### src/rtl/axi_id_remap_table.sv
// rtl/axi_id_remap_table.sv - wide-to-narrow AXI ID remap table with per-slot outstanding counters
// Lookup and allocation are combinational on registered state; counters update on the next edge.
module axi_id_remap_table #(
   parameter int ID_WIDTH_IN     = 8,
   parameter int ID_WIDTH_OUT    = 4,
   parameter int NUM_SLOTS       = 16,
   parameter int MAX_TXNS_PER_ID = 8
) (
   input  logic                    clk,
   input  logic                    rst_n,
   input  logic                    incr_i,
   input  logic [ID_WIDTH_IN-1:0]  ID_i,
   output logic [ID_WIDTH_OUT-1:0] ID_o,
   output logic                    full_o,
   input  logic                    release_ID_i,
   input  logic [ID_WIDTH_OUT-1:0] BID_i,
   output logic [ID_WIDTH_IN-1:0]  BID_o,
   output logic                    empty_o
);

   localparam int SW = (NUM_SLOTS > 1) ? $clog2(NUM_SLOTS) : 1;
   localparam int CW = $clog2(MAX_TXNS_PER_ID + 1);

   generate
      if (ID_WIDTH_OUT < SW) begin : g_bad_id_width
         $error("ID_WIDTH_OUT too narrow for NUM_SLOTS");
      end
      if (NUM_SLOTS < 2 || NUM_SLOTS > 256 || (NUM_SLOTS & (NUM_SLOTS - 1)) != 0) begin : g_bad_slots
         $error("NUM_SLOTS must be a power of two in 2..256");
      end
      if (MAX_TXNS_PER_ID < 1) begin : g_bad_max
         $error("MAX_TXNS_PER_ID must be at least 1");
      end
   endgenerate

   logic [CW-1:0]          cnt_q [NUM_SLOTS];
   logic [CW-1:0]          cnt_d [NUM_SLOTS];
   logic [ID_WIDTH_IN-1:0] id_q  [NUM_SLOTS];
   logic [ID_WIDTH_IN-1:0] id_d  [NUM_SLOTS];

   logic          hit;
   logic          free_found;
   logic [SW-1:0] hit_idx;
   logic [SW-1:0] free_idx;
   logic [SW-1:0] target;
   logic [SW-1:0] rel_idx;
   logic          full;
   logic          push;
   logic          rel_ok;
   logic          any_valid;
   logic          unused_bid;

   always_comb begin
      hit        = 1'b0;
      hit_idx    = '0;
      free_found = 1'b0;
      free_idx   = '0;
      any_valid  = 1'b0;
      for (int i = 0; i < NUM_SLOTS; i++) begin
         if (cnt_q[i] != '0) begin
            any_valid = 1'b1;
            if (id_q[i] == ID_i) begin
               hit     = 1'b1;
               hit_idx = SW'(i);
            end
         end
      end
      // Descending scan so the lowest free index is the one left standing.
      for (int i = NUM_SLOTS - 1; i >= 0; i--) begin
         if (cnt_q[i] == '0) begin
            free_found = 1'b1;
            free_idx   = SW'(i);
         end
      end
      target  = hit ? hit_idx : free_idx;
      full    = hit ? (cnt_q[hit_idx] == CW'(MAX_TXNS_PER_ID)) : ~free_found;
      push    = incr_i & ~full;
      rel_idx = BID_i[SW-1:0];
      rel_ok  = release_ID_i & (cnt_q[rel_idx] != '0);

      for (int i = 0; i < NUM_SLOTS; i++) begin
         cnt_d[i] = cnt_q[i];
         id_d[i]  = id_q[i];
         if (push && (target == SW'(i)) && !(rel_ok && (rel_idx == SW'(i)))) begin
            cnt_d[i] = cnt_q[i] + CW'(1);
         end else if (rel_ok && (rel_idx == SW'(i)) && !(push && (target == SW'(i)))) begin
            cnt_d[i] = cnt_q[i] - CW'(1);
         end
         if (push && !hit && (target == SW'(i))) begin
            id_d[i] = ID_i;
         end
      end
   end

   always_ff @(posedge clk or negedge rst_n) begin
      if (!rst_n) begin
         for (int i = 0; i < NUM_SLOTS; i++) begin
            cnt_q[i] <= '0;
            id_q[i]  <= '0;
         end
      end else begin
         for (int i = 0; i < NUM_SLOTS; i++) begin
            cnt_q[i] <= cnt_d[i];
            id_q[i]  <= id_d[i];
         end
      end
   end

   assign ID_o       = ID_WIDTH_OUT'(target);
   assign full_o     = full;
   assign BID_o      = id_q[rel_idx];
   assign empty_o    = ~any_valid;
   assign unused_bid = ^BID_i;

endmodule

### config.mk
export PLATFORM = sky130hd
export DESIGN_NAME = axi_id_remap_table
export DESIGN_NICKNAME = d
export VERILOG_FILES = /design/src/rtl/axi_id_remap_table.sv
export SDC_FILE = /design/constraint.sdc
export NUM_CORES = 1
export LEC_CHECK = 0
export CELL_PAD_IN_SITES_DETAIL_PLACEMENT = 2
export CELL_PAD_IN_SITES_GLOBAL_PLACEMENT = 2
export CORE_MARGIN = 4
export CORE_UTILIZATION = 45
export CTS_CLUSTER_DIAMETER = 150
export DETAILED_ROUTE_END_ITERATION = 10
export DONT_BUFFER_PORTS = 1
export HOLD_SLACK_MARGIN = 0.06
export PLACE_DENSITY = 0.88
export SYNTH_ARGS = -nofsm -noshare
export SYNTH_HDL_FRONTEND = slang
export SYNTH_SLANG_ARGS = --single-unit
### constraint.sdc
create_clock -name clk -period 5.9 [get_ports clk]
set_clock_uncertainty 0.15 [all_clocks]
set_input_delay 1.475 -clock clk [delete_from_list [all_inputs] [get_ports clk]]
set_output_delay 1.475 -clock clk [all_outputs]
set_load 0.005 [all_outputs]
run_1/layer_met3.png
Scale: 3 px per µm.
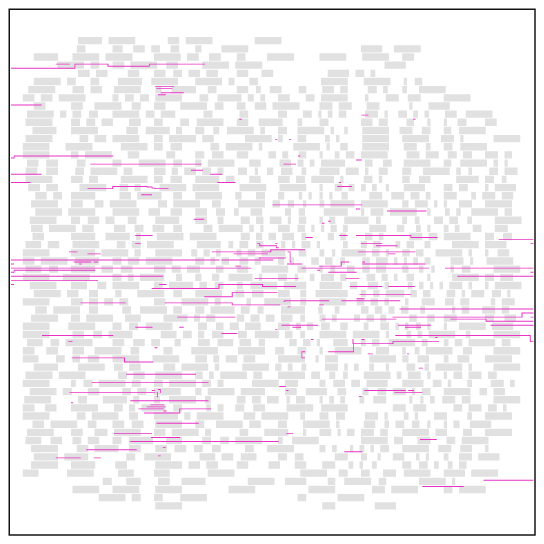
- main direction: horizontal
- share of all routed wire: 4.4%

run_1/layer_met4.png
Scale: 2 px per µm. Supply wires on this layer in grey.
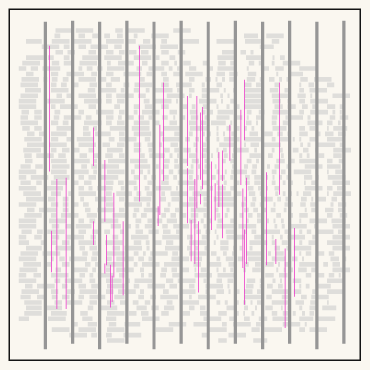
- share of all routed wire: 3.4%
- wire length on this layer: 1,400 µm
- nets with wire on the layer: 32
- main direction: vertical
- longest straight run: 77.5 µm

run_1/detail.png
Region (106, 106) to (156, 156) µm. Cells in grey, sequential cells in the stronger grey; small squares are vias.
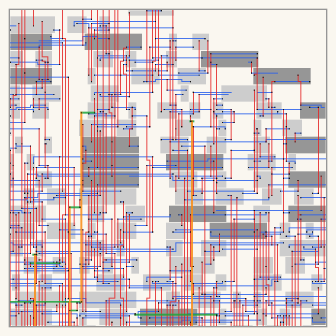
- blue: metal 1
- red: metal 2
- green: metal 3
- orange: metal 4
- sequential cells in the window: 15
- cells with their middle in the window: 112
- most frequent: dfrtp_1 (15), ha_1 (14), xnor2_1 (12)
- netlist names of flops here include: cnt_q (15)

run_1/io_placement.png
Scale: 2 px per µm. Pins as bars across the die edge, other pins in grey.
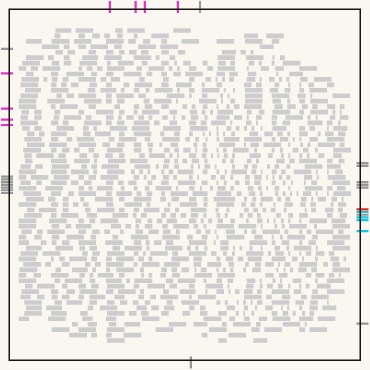
- cyan: ID_o (pins 4; direction output; edge right)
- red: incr_i (pins 1; direction input; edge right)
- magenta: ID_i (pins 8; direction input; edge 4 top, 4 left)
- all pins by edge: 12 right, 12 left, 5 top, 1 bottom

==> results.sh, run 1 <==
# yosys + openroad results
export IMPL_status="finished clean"
export IMPL_via_count=8852
export IMPL_cap_violations=0
export IMPL_area_delta_synth_final_pct=8.49
export IMPL_ctsHoldBuffers=0
export IMPL_startpoint_type="input port"
export IMPL_met1_usage=0.350
export IMPL_ir_worst_vdd_uv=280
export IMPL_flop_cell="dfrtp_1"
export IMPL_met3_length_um=1820
export IMPL_ys_sh_aoi=0.0443
export IMPL_grtUsageMet2=0.473
export IMPL_common_cells="192 x dfrtp_1, 124 x mux2_2, 124 x xnor2_1"
export IMPL_cts_resized=0
export IMPL_dpl_instance_area_um2=13000
export IMPL_nNonClkBuffers=35
export IMPL_cp_depth=12
export IMPL_cp_end_kind="output pin"
export IMPL_rows=60
export IMPL_holdPathStages=1
export IMPL_rsz0062_at_grt="false"
export IMPL_cts_tree="done"
export IMPL_cts_root_buf="clkbuf_16"
export IMPL_grt_busiest_layer="met2"
export IMPL_hold_path_end="cnt_q[63]"
export IMPL_ys_sh_mux=0.218
export IMPL_via_per_inst=6.18
export IMPL_cts_sinks=192
export IMPL_grt_overflow_total=0
export IMPL_grt_pass1_wl_um=64500
export IMPL_drive_above_1_share=0.276
export IMPL_comb_share=0.543
export IMPL_final_max_slew_violation_count=0
export IMPL_crit_end="full_o"
export IMPL_met2_wirelength_um=20800
export IMPL_maxSlewHeadroom=0.330
export IMPL_hp_class="reg2reg"
export IMPL_p_seq_w=0.00277
export IMPL_async_reset_ff_frac=1.00
export IMPL_sw_frac_of_total=0.445
export IMPL_diodes=0
export IMPL_finalCriticalPeriod_ps=5810
export IMPL_fin_setup_tns_ps=0
export IMPL_grt_usage=0.276
export IMPL_fill_cells=2660
==> run 2: changes to the inputs <==
--- a/config.mk
+++ b/config.mk
@@ -14,6 +14,7 @@
 export DONT_BUFFER_PORTS = 1
 export HOLD_SLACK_MARGIN = 0.06
 export PLACE_DENSITY = 0.88
+export SKIP_LAST_GASP = 1
 export SYNTH_ARGS = -nofsm -noshare
 export SYNTH_HDL_FRONTEND = slang
 export SYNTH_SLANG_ARGS = --single-unit
run_2/layer_met3.png
Scale: 3 px per µm.
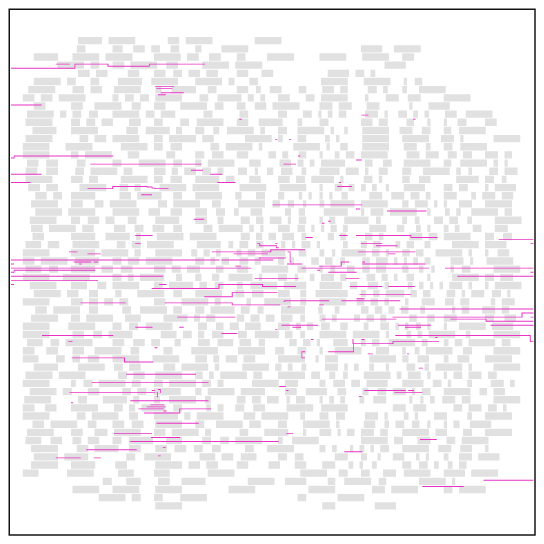
- longest straight run: 79.8 µm
- nets with wire on the layer: 91
- wire length on this layer: 1,820 µm
- main direction: horizontal

==> run 2 against run 1 <==
Global-route usage stayed put. Cell area is the same. Via count unchanged. First-iteration DRC count unchanged. Sequential share of layout area unchanged. Critical endpoint unchanged. Highest routed layer unchanged.
==> results.sh, run 2 <==
# yosys + openroad results
export IMPL_status="finished clean"
export IMPL_crit_end="full_o"
export IMPL_cap_violations=0
export IMPL_via_count=8852
export IMPL_ir_worst_vdd_uv=280
export IMPL_grt_overflow_total=0
export IMPL_via_per_inst=6.18
export IMPL_grt_usage=0.276
export IMPL_fin_setup_tns_ps=0
export IMPL_diodes=0
export IMPL_rsz0062_at_grt="false"
export IMPL_async_reset_ff_frac=1.00
export IMPL_met3_length_um=1820
export IMPL_ys_sh_mux=0.218
export IMPL_holdPathStages=1
export IMPL_sw_frac_of_total=0.445
export IMPL_p_seq_w=0.00277
export IMPL_nNonClkBuffers=35
export IMPL_flop_cell="dfrtp_1"
export IMPL_met1_usage=0.350
export IMPL_comb_share=0.543
